## config.mk

```make
export PLATFORM = sky130hd
export DESIGN_NAME = sevenseg_scan_ctrl_flat
export DESIGN_NICKNAME = d
export VERILOG_FILES = /design/src/rtl/sevenseg_scan_ctrl_if.sv /design/src/rtl/sevenseg_scan_ctrl.sv /design/src/flat_wrapper.sv
export SDC_FILE = /design/constraint.sdc
export NUM_CORES = 1
export LEC_CHECK = 0
export CORE_ASPECT_RATIO = 0.5
export CORE_UTILIZATION = 32
export DETAILED_ROUTE_END_ITERATION = 16
export PLACE_DENSITY = 0.57
export SETUP_SLACK_MARGIN = 0.02
export SLEW_MARGIN = 20
export SYNTH_ARGS = -nofsm -noshare
export SYNTH_HDL_FRONTEND = slang
export SYNTH_SLANG_ARGS = --single-unit
```

## constraint.sdc

```tcl
create_clock -name clk -period 1.78 [get_ports clk]
set_input_delay 0.534 -clock clk [delete_from_list [all_inputs] [get_ports clk]]
set_output_delay 0.534 -clock clk [all_outputs]
set_load 0.05 [all_outputs]
```

## src/rtl/sevenseg_scan_ctrl_if.sv

```systemverilog
// Digit-value handshake and display-drive bundle for sevenseg_scan_ctrl.
// With SEVENSEG_DIM_EN defined the bundle also carries the dim request.
interface sevenseg_scan_ctrl_if;
    logic [3:0] d0;
    logic [3:0] d1;
    logic       upd_req;
    logic       upd_ack;
    logic [3:0] nibble;
    logic       enseg1;
    logic       enseg2;
    logic       frame_tick;
`ifdef SEVENSEG_DIM_EN
    logic       dim;

    modport master (output d0, d1, upd_req, dim,
                    input  upd_ack, nibble, enseg1, enseg2, frame_tick);
    modport slave  (input  d0, d1, upd_req, dim,
                    output upd_ack, nibble, enseg1, enseg2, frame_tick);
`else
    modport master (output d0, d1, upd_req,
                    input  upd_ack, nibble, enseg1, enseg2, frame_tick);
    modport slave  (input  d0, d1, upd_req,
                    output upd_ack, nibble, enseg1, enseg2, frame_tick);
`endif
endinterface

```

## src/rtl/sevenseg_scan_ctrl.sv

```systemverilog
// Dual-digit seven-segment scan sequencer with break-before-make blanking and
// frame-aligned req/ack digit loading. Optional half-duty dimming: SEVENSEG_DIM_EN.
module sevenseg_scan_ctrl #(
    parameter int ON_CYCLES    = 24000,
    parameter int BLANK_CYCLES = 240,
    parameter int CNT_W        = 16
) (
    input  logic                  clk,
    input  logic                  reset,
    sevenseg_scan_ctrl_if.slave   bus
);

    typedef enum logic [1:0] {
        SHOW0   = 2'd0,
        BLANK01 = 2'd1,
        SHOW1   = 2'd2,
        BLANK10 = 2'd3
    } state_t;

    localparam logic [CNT_W-1:0] ON_LD    = CNT_W'(ON_CYCLES - 1);
    localparam logic [CNT_W-1:0] BLANK_LD = CNT_W'(BLANK_CYCLES - 1);
`ifdef SEVENSEG_DIM_EN
    localparam int               DIM_ON   = (ON_CYCLES / 2 < 1) ? 1 : ON_CYCLES / 2;
    localparam logic [CNT_W-1:0] DIM_THR  = CNT_W'(ON_CYCLES - DIM_ON);
`endif

    state_t           r_state, w_state_nxt;
    logic [CNT_W-1:0] r_cnt, w_cnt_nxt;
    logic [3:0]       r_d0, r_d1, r_nibble;
    logic [3:0]       w_d0_nxt, w_d1_nxt, w_nibble_nxt;
    logic             r_en1_n, r_en2_n, r_ack, r_tick;
    logic             w_en1_n_nxt, w_en2_n_nxt, w_ack_nxt, w_tick_nxt;
    logic             w_adv, w_lit;
`ifdef SEVENSEG_DIM_EN
    logic             r_dim, w_dim_nxt;
`endif

    always_ff @(posedge clk or negedge reset) begin
        if (!reset) begin
            r_state  <= BLANK10;
            r_cnt    <= BLANK_LD;
            r_d0     <= 4'd0;
            r_d1     <= 4'd0;
            r_nibble <= 4'd0;
            r_en1_n  <= 1'b1;
            r_en2_n  <= 1'b1;
            r_ack    <= 1'b0;
            r_tick   <= 1'b0;
`ifdef SEVENSEG_DIM_EN
            r_dim    <= 1'b0;
`endif
        end else begin
            r_state  <= w_state_nxt;
            r_cnt    <= w_cnt_nxt;
            r_d0     <= w_d0_nxt;
            r_d1     <= w_d1_nxt;
            r_nibble <= w_nibble_nxt;
            r_en1_n  <= w_en1_n_nxt;
            r_en2_n  <= w_en2_n_nxt;
            r_ack    <= w_ack_nxt;
            r_tick   <= w_tick_nxt;
`ifdef SEVENSEG_DIM_EN
            r_dim    <= w_dim_nxt;
`endif
        end
    end

    // The counter only reloads on a state change, so each phase lasts its load + 1 cycles.
    always_comb begin
        w_adv       = (r_cnt == '0);
        w_state_nxt = r_state;
        w_cnt_nxt   = r_cnt - CNT_W'(1);
        if (w_adv) begin
            case (r_state)
                SHOW0:   begin w_state_nxt = BLANK01; w_cnt_nxt = BLANK_LD; end
                BLANK01: begin w_state_nxt = SHOW1;   w_cnt_nxt = ON_LD;    end
                SHOW1:   begin w_state_nxt = BLANK10; w_cnt_nxt = BLANK_LD; end
                BLANK10: begin w_state_nxt = SHOW0;   w_cnt_nxt = ON_LD;    end
                default: begin w_state_nxt = BLANK10; w_cnt_nxt = BLANK_LD; end
            endcase
        end
    end

    // Outputs are computed from the next state so the registered enables line up with r_state.
    always_comb begin
        w_d0_nxt     = r_d0;
        w_d1_nxt     = r_d1;
        w_nibble_nxt = r_nibble;
        w_ack_nxt    = 1'b0;
        w_tick_nxt   = 1'b0;
        if (w_adv) begin
            case (r_state)
                SHOW0:   w_nibble_nxt = r_d1;
                SHOW1: begin
                    if (bus.upd_req) begin
                        w_d0_nxt  = bus.d0;
                        w_d1_nxt  = bus.d1;
                        w_ack_nxt = 1'b1;
                    end
                    w_nibble_nxt = bus.upd_req ? bus.d0 : r_d0;
                end
                BLANK10: w_tick_nxt = 1'b1;
                default: ;
            endcase
        end
`ifdef SEVENSEG_DIM_EN
        w_dim_nxt = (w_adv && (r_state == BLANK01 || r_state == BLANK10)) ? bus.dim : r_dim;
        w_lit     = !w_dim_nxt || (w_cnt_nxt >= DIM_THR);
`else
        w_lit     = 1'b1;
`endif
        w_en1_n_nxt = !((w_state_nxt == SHOW0) && w_lit);
        w_en2_n_nxt = !((w_state_nxt == SHOW1) && w_lit);
    end

    assign bus.upd_ack    = r_ack;
    assign bus.nibble     = r_nibble;
    assign bus.enseg1     = r_en1_n;
    assign bus.enseg2     = r_en2_n;
    assign bus.frame_tick = r_tick;

endmodule
```

## src/flat_wrapper.sv

```systemverilog
// flat-port wrapper written by rule: the top's interface ports become plain ports
module sevenseg_scan_ctrl_flat 
#(
    parameter int ON_CYCLES    = 24000,
    parameter int BLANK_CYCLES = 240,
    parameter int CNT_W        = 16
)
  (clk, reset, bus_d0, bus_d1, bus_upd_req, bus_upd_ack, bus_nibble, bus_enseg1, bus_enseg2, bus_frame_tick);
  sevenseg_scan_ctrl_if bus_i ();
  input  logic clk;
  input  logic reset;
  input wire logic [$bits(bus_i.d0)-1:0] bus_d0;
  input wire logic [$bits(bus_i.d1)-1:0] bus_d1;
  input wire logic [$bits(bus_i.upd_req)-1:0] bus_upd_req;
  output wire logic [$bits(bus_i.upd_ack)-1:0] bus_upd_ack;
  output wire logic [$bits(bus_i.nibble)-1:0] bus_nibble;
  output wire logic [$bits(bus_i.enseg1)-1:0] bus_enseg1;
  output wire logic [$bits(bus_i.enseg2)-1:0] bus_enseg2;
  output wire logic [$bits(bus_i.frame_tick)-1:0] bus_frame_tick;
  assign bus_i.d0 = bus_d0;
  assign bus_i.d1 = bus_d1;
  assign bus_i.upd_req = bus_upd_req;
  assign bus_upd_ack = bus_i.upd_ack;
  assign bus_nibble = bus_i.nibble;
  assign bus_enseg1 = bus_i.enseg1;
  assign bus_enseg2 = bus_i.enseg2;
  assign bus_frame_tick = bus_i.frame_tick;
  sevenseg_scan_ctrl #(.ON_CYCLES(ON_CYCLES), .BLANK_CYCLES(BLANK_CYCLES), .CNT_W(CNT_W)) u_core (.clk(clk), .reset(reset), .bus(bus_i));
endmodule
```

### I/O nets highlighted, run 1

Bar = 20 um.
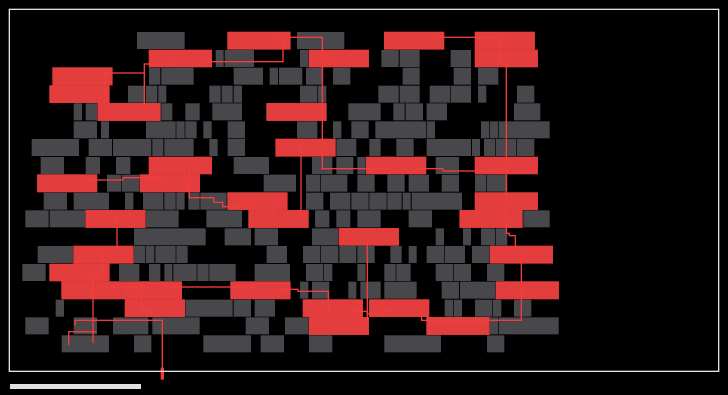
Red stands for reset, bits 1, direction input, end cells 34, buffers 2, wire 313 um.
Top Ports: 19
IO buf count: 18

### Routed metal per tile, run 1

22 x 11 tiles, from dark blue (low) to red (high), scaled to the fullest tile. Values are wire area over tile area, all layers added.
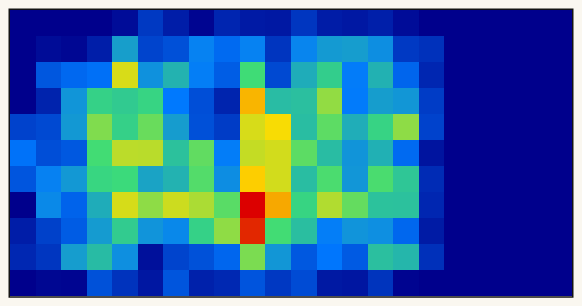
14% of the tiles are over half the peak. 29% of the tiles are nearly empty. The mean over all tiles is 0.11. The emptiest ninth of the die: upper right.

==> tab_implementation.tex, run 1 <==
% Yosys + OpenROAD metrics
\begin{tabular}{lr}
\hline
Metric & Value \\
\hline
\multicolumn{2}{l}{\textbf{Worst setup path}} \\
\quad Launch instance of the worst register-to-register path & u\_core.r\_cnt[7] \\
\quad Critical path capture point & u\_core.r\_d1[3] \\
\quad Critical path class & flop to flop \\
\quad Slack of the worst reg-to-reg path & 0.07 ns \\
\quad Logic depth of the worst path, buffers included & 5 \\
\quad Crit start category & flop \\
\quad Crit-path max FO & 8 \\
\quad Slowest stage delay, CP & 0.39 ns \\
\quad Master of the slowest instance on the critical path & sky130\_fd\_sc\_hd\_\_dfstp\_2 \\
\quad RR Endpoint & u\_core.r\_d1[3] \\
\quad Worst setup path startpoint & u\_core.r\_cnt[7] \\
\multicolumn{2}{l}{\textbf{Clock tree}} \\
\quad Hold bufs inserted after CTS & 0 \\
\quad Number of buffers inserted during clock tree synthesis & 5 \\
\quad Master cell of the clock root buffer & sky130\_fd\_sc\_hd\_\_clkbuf\_8 \\
\quad Longest Clk Path Bufs & 2 \\
\quad CTS H-tree lvls & 2 \\
\quad CTS clk-pin slew, worst paths & 0.07 ns \\
\quad Clock sink count & 34 \\
\quad Worst-skew pair later-pin latency & 0.29 ns \\
\multicolumn{2}{l}{\textbf{Detailed routing}} \\
\quad Wire length reported by the detailed router & 4210 um \\
\quad First-pass DRT Iterations & 4 \\
\quad Routed Antenna Nets & 0 \\
\quad Routed via count divided by cell count & $\sim$5 \\
\quad Drt initial violations & 78 \\
\quad Final routed wire length divided by cell count & 14.6 um \\
\multicolumn{2}{l}{\textbf{Synthesis}} \\
\quad Number of flops mapped to enable cells by yosys & 0 \\
\quad Yosys adder share & 4.87\% \\
\quad Yosys top cell by area & sky130\_fd\_sc\_hd\_\_dfrtp\_1 \\
\quad Number of warnings issued by yosys & 0 \\
\quad Gate count after technology mapping & about 170 \\
\quad Combined area of all synthesized cells & $\sim$1800 sq um \\
\quad Top comb family, area & simple AND/OR/NAND/NOR gates \\
\quad Synth Net Count & 183 \\
\quad Top cells, area & sky130\_fd\_sc\_hd\_\_dfrtp\_1, sky130\_fd\_sc\_hd\_\_dfstp\_2, sky130\_fd\_sc\_hd\_\_mux2\_4 \\
\quad Cell count listed in synth\_stat.txt & about 170 \\
\quad Flip-flop cell with the highest count after synthesis & sky130\_fd\_sc\_hd\_\_dfrtp\_1 \\
\quad Aoi share & 8.08\% \\
\quad Area of the synthesized netlist per yosys stat & 1800 sq um \\
\quad Share of cell area taken by muxes after synthesis & 8.29\% \\
\quad Synth top cell by count & sky130\_fd\_sc\_hd\_\_dfrtp\_1 \\
\multicolumn{2}{l}{\textbf{Pwr}} \\
\quad VDD IR max & 0.529 mV \\
\quad Leak pwr & 1.16 nW \\
\quad Power Density & 598 nW/um\^{}2 \\
\quad Power after layout & 1.53 mW \\
\quad NetSw & 0.318 mW \\
\quad Gate power share & around 3.5\% \\
\quad Proportion of total power due to net switching & 20.8\% \\
\multicolumn{2}{l}{\textbf{Cells and area}} \\
\quad Number of non-clock inverters & 7 \\
\quad Final Net Count & 236 \\
\quad Multi-input combinational cell area & 971 sq um \\
\quad Signal buffers share of area & 19.8\% \\
\quad Most frequent cells in the layout & sky130\_fd\_sc\_hd\_\_buf\_4, sky130\_fd\_sc\_hd\_\_dfrtp\_1, sky130\_fd\_sc\_hd\_\_nor2\_1 \\
\quad Layout cell share with drive strength beyond 1 & approximately 44\% \\
\quad Final std cells w/o fill & 289 \\
\quad Flip-flop and latch count & 34 \\
\quad Dominant class by area & multi-input combinational cells \\
\quad Fraction of standard cell area in multi-input logic & 37.9\% \\
\quad Count of multi-input combinational gates & 118 \\
\quad Buffer count excluding the clock tree in the final layout & 52 \\
\multicolumn{2}{l}{\textbf{Die}} \\
\quad Width of the die & approximately 110 um \\
\quad Area of the die & 5940 sq um \\
\quad Starting density of the core & a little over a third \\
\multicolumn{2}{l}{\textbf{Final timing}} \\
\quad Max-slew violation count & 0 \\
\quad Final clock skew & $\sim$0.0091 ns \\
\quad Transition at the pin with the smallest max-transition slack & 0.384 ns \\
\quad WHS & 0.509 ns \\
\quad Setup-failing EPs final & 0 \\
\quad Final worst path period need & 1.71 ns \\
\quad Slew Limit Headroom & 74.1\% \\
\quad Setup repair after global routing missed its margin & yes \\
\multicolumn{2}{l}{\textbf{GRT}} \\
\quad Pin count of the biggest net entering global routing & 35 \\
\quad Wire length of the first global-routing pass & 6710 um \\
\quad Sum of overflow across all layers after global routing & 0 \\
\quad Total global-route track usage & 15.5\% \\
\multicolumn{2}{l}{\textbf{Placed design}} \\
\quad Placer's final routability congestion estimate & 0.750 \\
\quad Setup slack after placement & -0.227 ns \\
\multicolumn{2}{l}{\textbf{Status}} \\
\quad Run status & finished, final reports clean \\
\multicolumn{2}{l}{\textbf{Worst hold path}} \\
\quad Hold Path Stages & 1 \\
\quad Critical hold path startpoint & u\_core.r\_d1[3] \\
\multicolumn{2}{l}{\textbf{Flow run}} \\
\quad OpenROAD warnings & 32 \\
\hline
\end{tabular}
### Where the registers sit, run 1

Bar = 20 um. Other sequential cells in the stronger gray, the rest of the logic in the fainter gray.
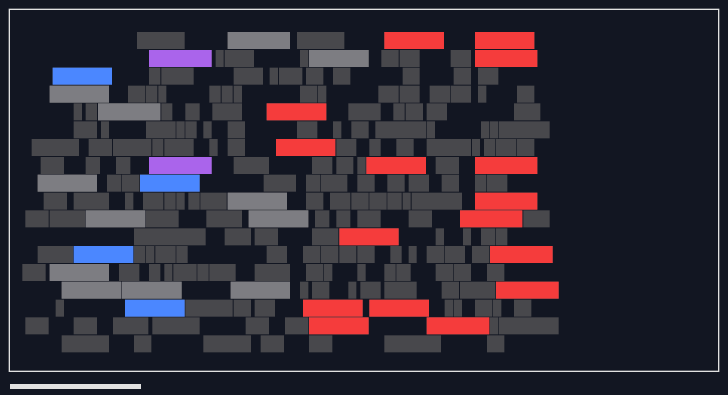
Blue stands for u_core.bus.nibble, placed flops 4. Purple stands for u_core.r_state, placed flops 2. Red stands for u_core.r_cnt, placed flops 16.
Another 12 sequential cells are not colored.
Core Util, Final: 49.7%
fraction of area in registers: 33.7%
sequential-cell power consumption: 0.774 mW

## run 1: power groups by stage
stage / registers (mW) / logic [mW] / clock network (mW)
after floorplan: 0.788 / 0.00571 / 0
after global placement: 0.787 / 0.0537 / 0
after detailed placement: 0.787 / 0.0545 / 0
after CTS: 0.773 / 0.0546 / 0.729
after global routing: 0.773 / 0.0583 / 0.769
final: 0.774 / 0.0531 / 0.707
## run 1: layer usage
metal / global-route usage (%) / share of wire, % / wire length, um
met1: 19.8 / 51 / 2150
met2: 25.9 / 45 / 1910
met3: 3.16 / 2.2 / 92
met4: 7.53 / 1.4 / 61
met5: 0 / 0 / 0
## run 1: cell families after synthesis
| kind of cell | Yosys count |
|---|---|
| and+or+nand+nor | 68 |
| DFF | 34 |
| AOI/OAI and AO/OA | 22 |
| buffers and inverters | 14 |
| muxes | 11 |
| xor gates and xnor gates | 9 |
| adders and majority gates | 7 |
## run 1: sequential cells by signal (all words and copies together), names as in the netlist
name and flops:
u_core.bus.enseg1 1, u_core.bus.enseg2 1, u_core.bus.frame_tick 1, u_core.bus.nibble 4, u_core.bus.upd_ack 1, u_core.r_cnt 16
u_core.r_d0 4, u_core.r_d1 4, u_core.r_state 2
## run 1: through the flow
stage | instance area, sq um | setup TNS, ns | utilization [%]
after global placement | 2300 | -1.93 | 44.7
after detailed placement | 2300 | -2.31 | 44.7
after floorplan | 1810 | 0 | -
final | 2560 | 0 | 49.7
after CTS | 2440 | 0 | 47.3
after global routing | 2560 | -0.0426 | 49.7
## run 1: worst reg2reg max path, delay by kind of cell, from the launching register on
kind | cells | cell delay [ns]
and+or+nand+nor | 3 | 0.72
DFF | 1 | 0.39
muxes | 1 | 0.32
buffers and inverters | 1 | 0.17
==> run 2: changes to the inputs <==
--- a/config.mk
+++ b/config.mk
@@ -5,10 +5,12 @@
 export SDC_FILE = /design/constraint.sdc
 export NUM_CORES = 1
 export LEC_CHECK = 0
+export CAP_MARGIN = 10
 export CORE_ASPECT_RATIO = 0.5
 export CORE_UTILIZATION = 32
+export CTS_CLUSTER_DIAMETER = 200
 export DETAILED_ROUTE_END_ITERATION = 16
-export PLACE_DENSITY = 0.57
+export PLACE_DENSITY = 0.55
 export SETUP_SLACK_MARGIN = 0.02
 export SLEW_MARGIN = 20
 export SYNTH_ARGS = -nofsm -noshare
==> constraint.sdc (replaced) <==
create_clock -name clk -period 1.8 [get_ports clk]
set_input_delay 0.54 -clock clk [delete_from_list [all_inputs] [get_ports clk]]
set_output_delay 0.54 -clock clk [all_outputs]
set_load 0.05 [all_outputs]
### Routed metal per tile, run 2

22 x 11 tiles, from dark blue (low) to red (high), scaled to the fullest tile. Values are wire area over tile area, all layers added.
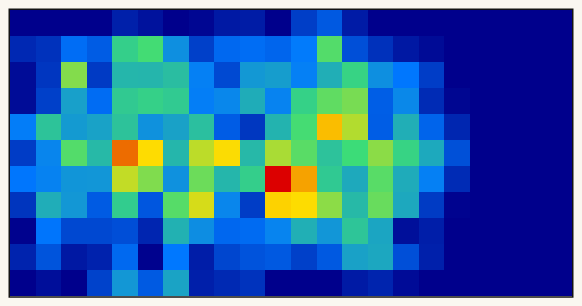
29% of the tiles are nearly empty. The emptiest ninth of the die: upper right. The densest ninth of the die: center. 12% of the tiles are over half the peak. The mean over all tiles is 0.10. The fullest tile reaches 0.47.

### Where the registers sit, run 2

Bar = 20 um. Other sequential cells in the stronger gray, the rest of the logic in the fainter gray.
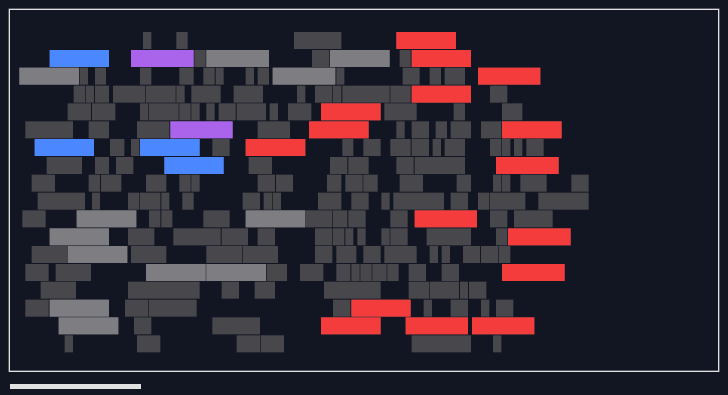
Core Util, Final: 48.4%
fraction of area in registers: 34.6%
sequential-cell power consumption: 0.765 mW
area used by sequential logic in the layout: 865 sq um

==> tab_implementation.tex, run 2 <==
% Yosys + OpenROAD metrics
\begin{tabular}{lr}
\hline
Metric & Value \\
\hline
\multicolumn{2}{l}{\textbf{Synthesis}} \\
\quad Gate count after technology mapping & 165 (unchanged) \\
\quad Combined area of all synthesized cells & 1800 sq um (unchanged) \\
\quad Number of flops mapped to enable cells by yosys & 0 (unchanged) \\
\quad Synth Net Count & 183 (unchanged) \\
\quad Synth top cell by count & sky130\_fd\_sc\_hd\_\_dfrtp\_1 \\
\quad Proportion of synthesized chip area in sequential cells & 48.1\% \\
\quad Top cell types by occurrence after synthesis & sky130\_fd\_sc\_hd\_\_dfrtp\_1, sky130\_fd\_sc\_hd\_\_nor2\_1, sky130\_fd\_sc\_hd\_\_nand2\_1 \\
\quad Top cells, area & sky130\_fd\_sc\_hd\_\_dfrtp\_1, sky130\_fd\_sc\_hd\_\_dfstp\_2, sky130\_fd\_sc\_hd\_\_mux2\_4 \\
\quad Cell count listed in synth\_stat.txt & 165 (unchanged) \\
\quad Area of the synthesized netlist per yosys stat & 1800 sq um (unchanged) \\
\quad Post-synthesis cell type count & 44 \\
\quad Flip-flop cell with the highest count after synthesis & sky130\_fd\_sc\_hd\_\_dfrtp\_1 \\
\quad Yosys top cell by area & sky130\_fd\_sc\_hd\_\_dfrtp\_1 \\
\quad Number of warnings issued by yosys & 0 (unchanged) \\
\quad Synth async-reset ratio & 100\% \\
\multicolumn{2}{l}{\textbf{Detailed routing}} \\
\quad Final routed wire length divided by cell count & 13.9 um (-4.9\%) \\
\quad First-pass DRT Iterations & 4 (unchanged) \\
\quad WL met3 & 149 um (+62\%) \\
\quad Drt initial violations & 51 (-35\%) \\
\quad Routed via count divided by cell count & 4.92 (-0.72\%) \\
\quad Wire length reported by the detailed router & 3950 um (-6.2\%) \\
\quad Routed Antenna Nets & 0 (unchanged) \\
\quad Max Used Layer & met4 \\
\quad Met1 WL & 1880 um (-12\%) \\
\quad Detailed-routed wire length on met2 & 1870 um (-2.4\%) \\
\multicolumn{2}{l}{\textbf{Worst setup path}} \\
\quad Master of the slowest instance on the critical path & sky130\_fd\_sc\_hd\_\_or4\_1 \\
\quad Crit-path max FO & 6 (-2) \\
\quad Logic depth of the worst path, buffers included & 5 (unchanged) \\
\quad Critical path capture point & u\_core.r\_cnt[11] \\
\quad Slowest stage delay, CP & 0.60 ns (+0.21 ns) \\
\quad Slack of the worst reg-to-reg path & 0.08 ns (about the same) \\
\quad RR Endpoint & u\_core.r\_cnt[11] \\
\quad Critical path class & flop to flop \\
\quad Critical path data required time & 2.01 ns \\
\quad Launch instance of the worst register-to-register path & u\_core.r\_cnt[8] \\
\quad Worst setup path startpoint & u\_core.r\_cnt[8] \\
\quad Crit start category & flop \\
\multicolumn{2}{l}{\textbf{GRT}} \\
\quad Total global-route track usage & 15.2\% (-0.30 points) \\
\quad Sum of overflow across all layers after global routing & 0 (unchanged) \\
\quad Pin count of the biggest net entering global routing & 35 (unchanged) \\
\quad Wire length of the first global-routing pass & 6670 um (-0.72\%) \\
\quad Met1 usage & 19.7\% (-0.086 points) \\
\quad Antenna violations before repair & 0 \\
\quad Met3 usage & 3.40\% (+0.23 points) \\
\quad Top Usage Layer GRT & met2 \\
\quad GRT met2 Usage & 25.3\% (-0.64 points) \\
\multicolumn{2}{l}{\textbf{Cells and area}} \\
\quad Final std cells w/o fill & 285 (-1.4\%) \\
\quad Top reg by flops & u\_core.r\_cnt \\
\quad Layout cell share with drive strength beyond 1 & 38.6\% (-5.7 points) \\
\quad Final Net Count & 232 (-1.7\%) \\
\quad Max FFs per register & 16 (unchanged) \\
\quad Most frequent cells in the layout & sky130\_fd\_sc\_hd\_\_buf\_4, sky130\_fd\_sc\_hd\_\_dfrtp\_1, sky130\_fd\_sc\_hd\_\_nor2\_1 \\
\multicolumn{2}{l}{\textbf{Clock tree}} \\
\quad Number of buffers inserted during clock tree synthesis & 5 (unchanged) \\
\quad CTS H-tree lvls & 2 (unchanged) \\
\quad Hold bufs inserted after CTS & 0 (unchanged) \\
\quad Longest Clk Path Bufs & 2 (unchanged) \\
\quad Master cell of the clock root buffer & sky130\_fd\_sc\_hd\_\_clkbuf\_8 \\
\quad Clock sink count & 34 (unchanged) \\
\quad Worst-skew pair later-pin latency & 0.29 ns (about the same) \\
\quad CTS clk-pin slew, worst paths & 0.07 ns (about the same) \\
\multicolumn{2}{l}{\textbf{Final timing}} \\
\quad Setup-failing EPs final & 0 (unchanged) \\
\quad WHS & 0.513 ns (+0.00441 ns) \\
\quad Transition at the pin with the smallest max-transition slack & 0.349 ns (-0.0356 ns) \\
\quad Max-slew violation count & 0 (unchanged) \\
\quad Final Cycle Share & 95.3\% \\
\quad Final clock skew & 0.00905 ns (-0.0000163 ns) \\
\quad Setup repair after global routing missed its margin & yes \\
\quad Final worst path period need & 1.72 ns (+0.00912 ns) \\
\quad Slew Limit Headroom & 76.5\% (+2.4 points) \\
\multicolumn{2}{l}{\textbf{Pwr}} \\
\quad Group drawing the most power & sequential cells \\
\quad Combinational group power & 0.0519 mW (-2\%) \\
\quad Power after layout & 1.51 mW (-1.8\%) \\
\quad Clk. pwr & 0.688 mW (-3\%) \\
\quad Leak pwr & 1.14 nW (-1.8\%) \\
\quad VDD IR max & 0.463 mV (-13\%) \\
\quad Gate power share & 3.5\% (about the same) \\
\quad NetSw & 0.297 mW (-6.8\%) \\
\quad Proportion of total power due to net switching & 19.7\% (-1.1 points) \\
\quad Power Density & 603 nW/um\^{}2 (+0.82\%) \\
\multicolumn{2}{l}{\textbf{Placed design}} \\
\quad IO buf count & 18 (unchanged) \\
\quad Placer's final routability congestion estimate & 0.790 (+5.3\%) \\
\multicolumn{2}{l}{\textbf{Die}} \\
\quad Top Ports & 19 (unchanged) \\
\quad Area of the die & 5940 sq um (unchanged) \\
\quad Starting density of the core & 34.8\% (unchanged) \\
\quad Width of the die & 108 um (unchanged) \\
\multicolumn{2}{l}{\textbf{Worst hold path}} \\
\quad Hold endpoint & u\_core.r\_d0[2] \\
\quad Critical hold path startpoint & u\_core.r\_d0[2] \\
\quad Hold Path Stages & 1 (unchanged) \\
\multicolumn{2}{l}{\textbf{Flow run}} \\
\quad OpenROAD warnings & 32 (unchanged) \\
\multicolumn{2}{l}{\textbf{Status}} \\
\quad Run status & finished, final reports clean \\
\hline
\end{tabular}
## run 2: cell types whose count changed in the layout (fill, tap and decap cells not counted), moves of 2 or more
cell	change
sky130_fd_sc_hd__clkbuf_1	+2
sky130_fd_sc_hd__a21oi_1	+5
sky130_fd_sc_hd__nor3_2	-2
sky130_fd_sc_hd__nor3_1	+2
sky130_fd_sc_hd__a21oi_2	-5
sky130_fd_sc_hd__buf_4	-2
sky130_fd_sc_hd__clkinv_2	-2
## run 2: kinds of logic (layout without fill, tap and decap cells)
kind of cell / Yosys count / in the layout / share of synthesized area, %
xor gates and xnor gates: 9 / 9 / 4.39
muxes: 11 / 11 / 8.29
DFF: 34 / 34 / 48.1
and+or+nand+nor: 68 / 68 / 22.1
adders and majority gates: 7 / 7 / 4.87
buffers and inverters: 14 / 64 / 4.18
AOI/OAI and AO/OA: 22 / 22 / 8.08
## run 2: what timing repair did
| item | in CTS | in global routing |
|---|---|---|
| cloned | 0 | 0 |
| pin swaps | 4 | 5 |
| resized | 5 | 8 |
| setup buffers | 1 | 1 |
| endpoints found under the setup margin | 12 | 22 |
## run 2: cell type report
| class | instances | area (sq um) |
|---|---|---|
| clock buffer | 7 | 76.3 |
| multi-input combinational | 117 | 932 |
| timing repair buffer | 49 | 480 |
| inverter | 7 | 26.3 |
| tap | 70 | 87.6 |
| sequential | 34 | 865 |
| clock inverter | 1 | 30.0 |
| fill | 470 | 2660 |
## run 2: metrics by stage
step	instance area (sq um)	TNS, ns	worst slack (ns)
6_report	2500	0	0.0841
5_1_grt	2500	-0.0790	-0.0183
4_1_cts	2440	0	0.0233
3_5_place_dp	2320	-1.63	-0.208
3_3_place_gp	2320	-1.26	-0.162
2_1_floorplan	1810	0	0.0532
No activity file was given, so power comes from the tool's default toggle rates.
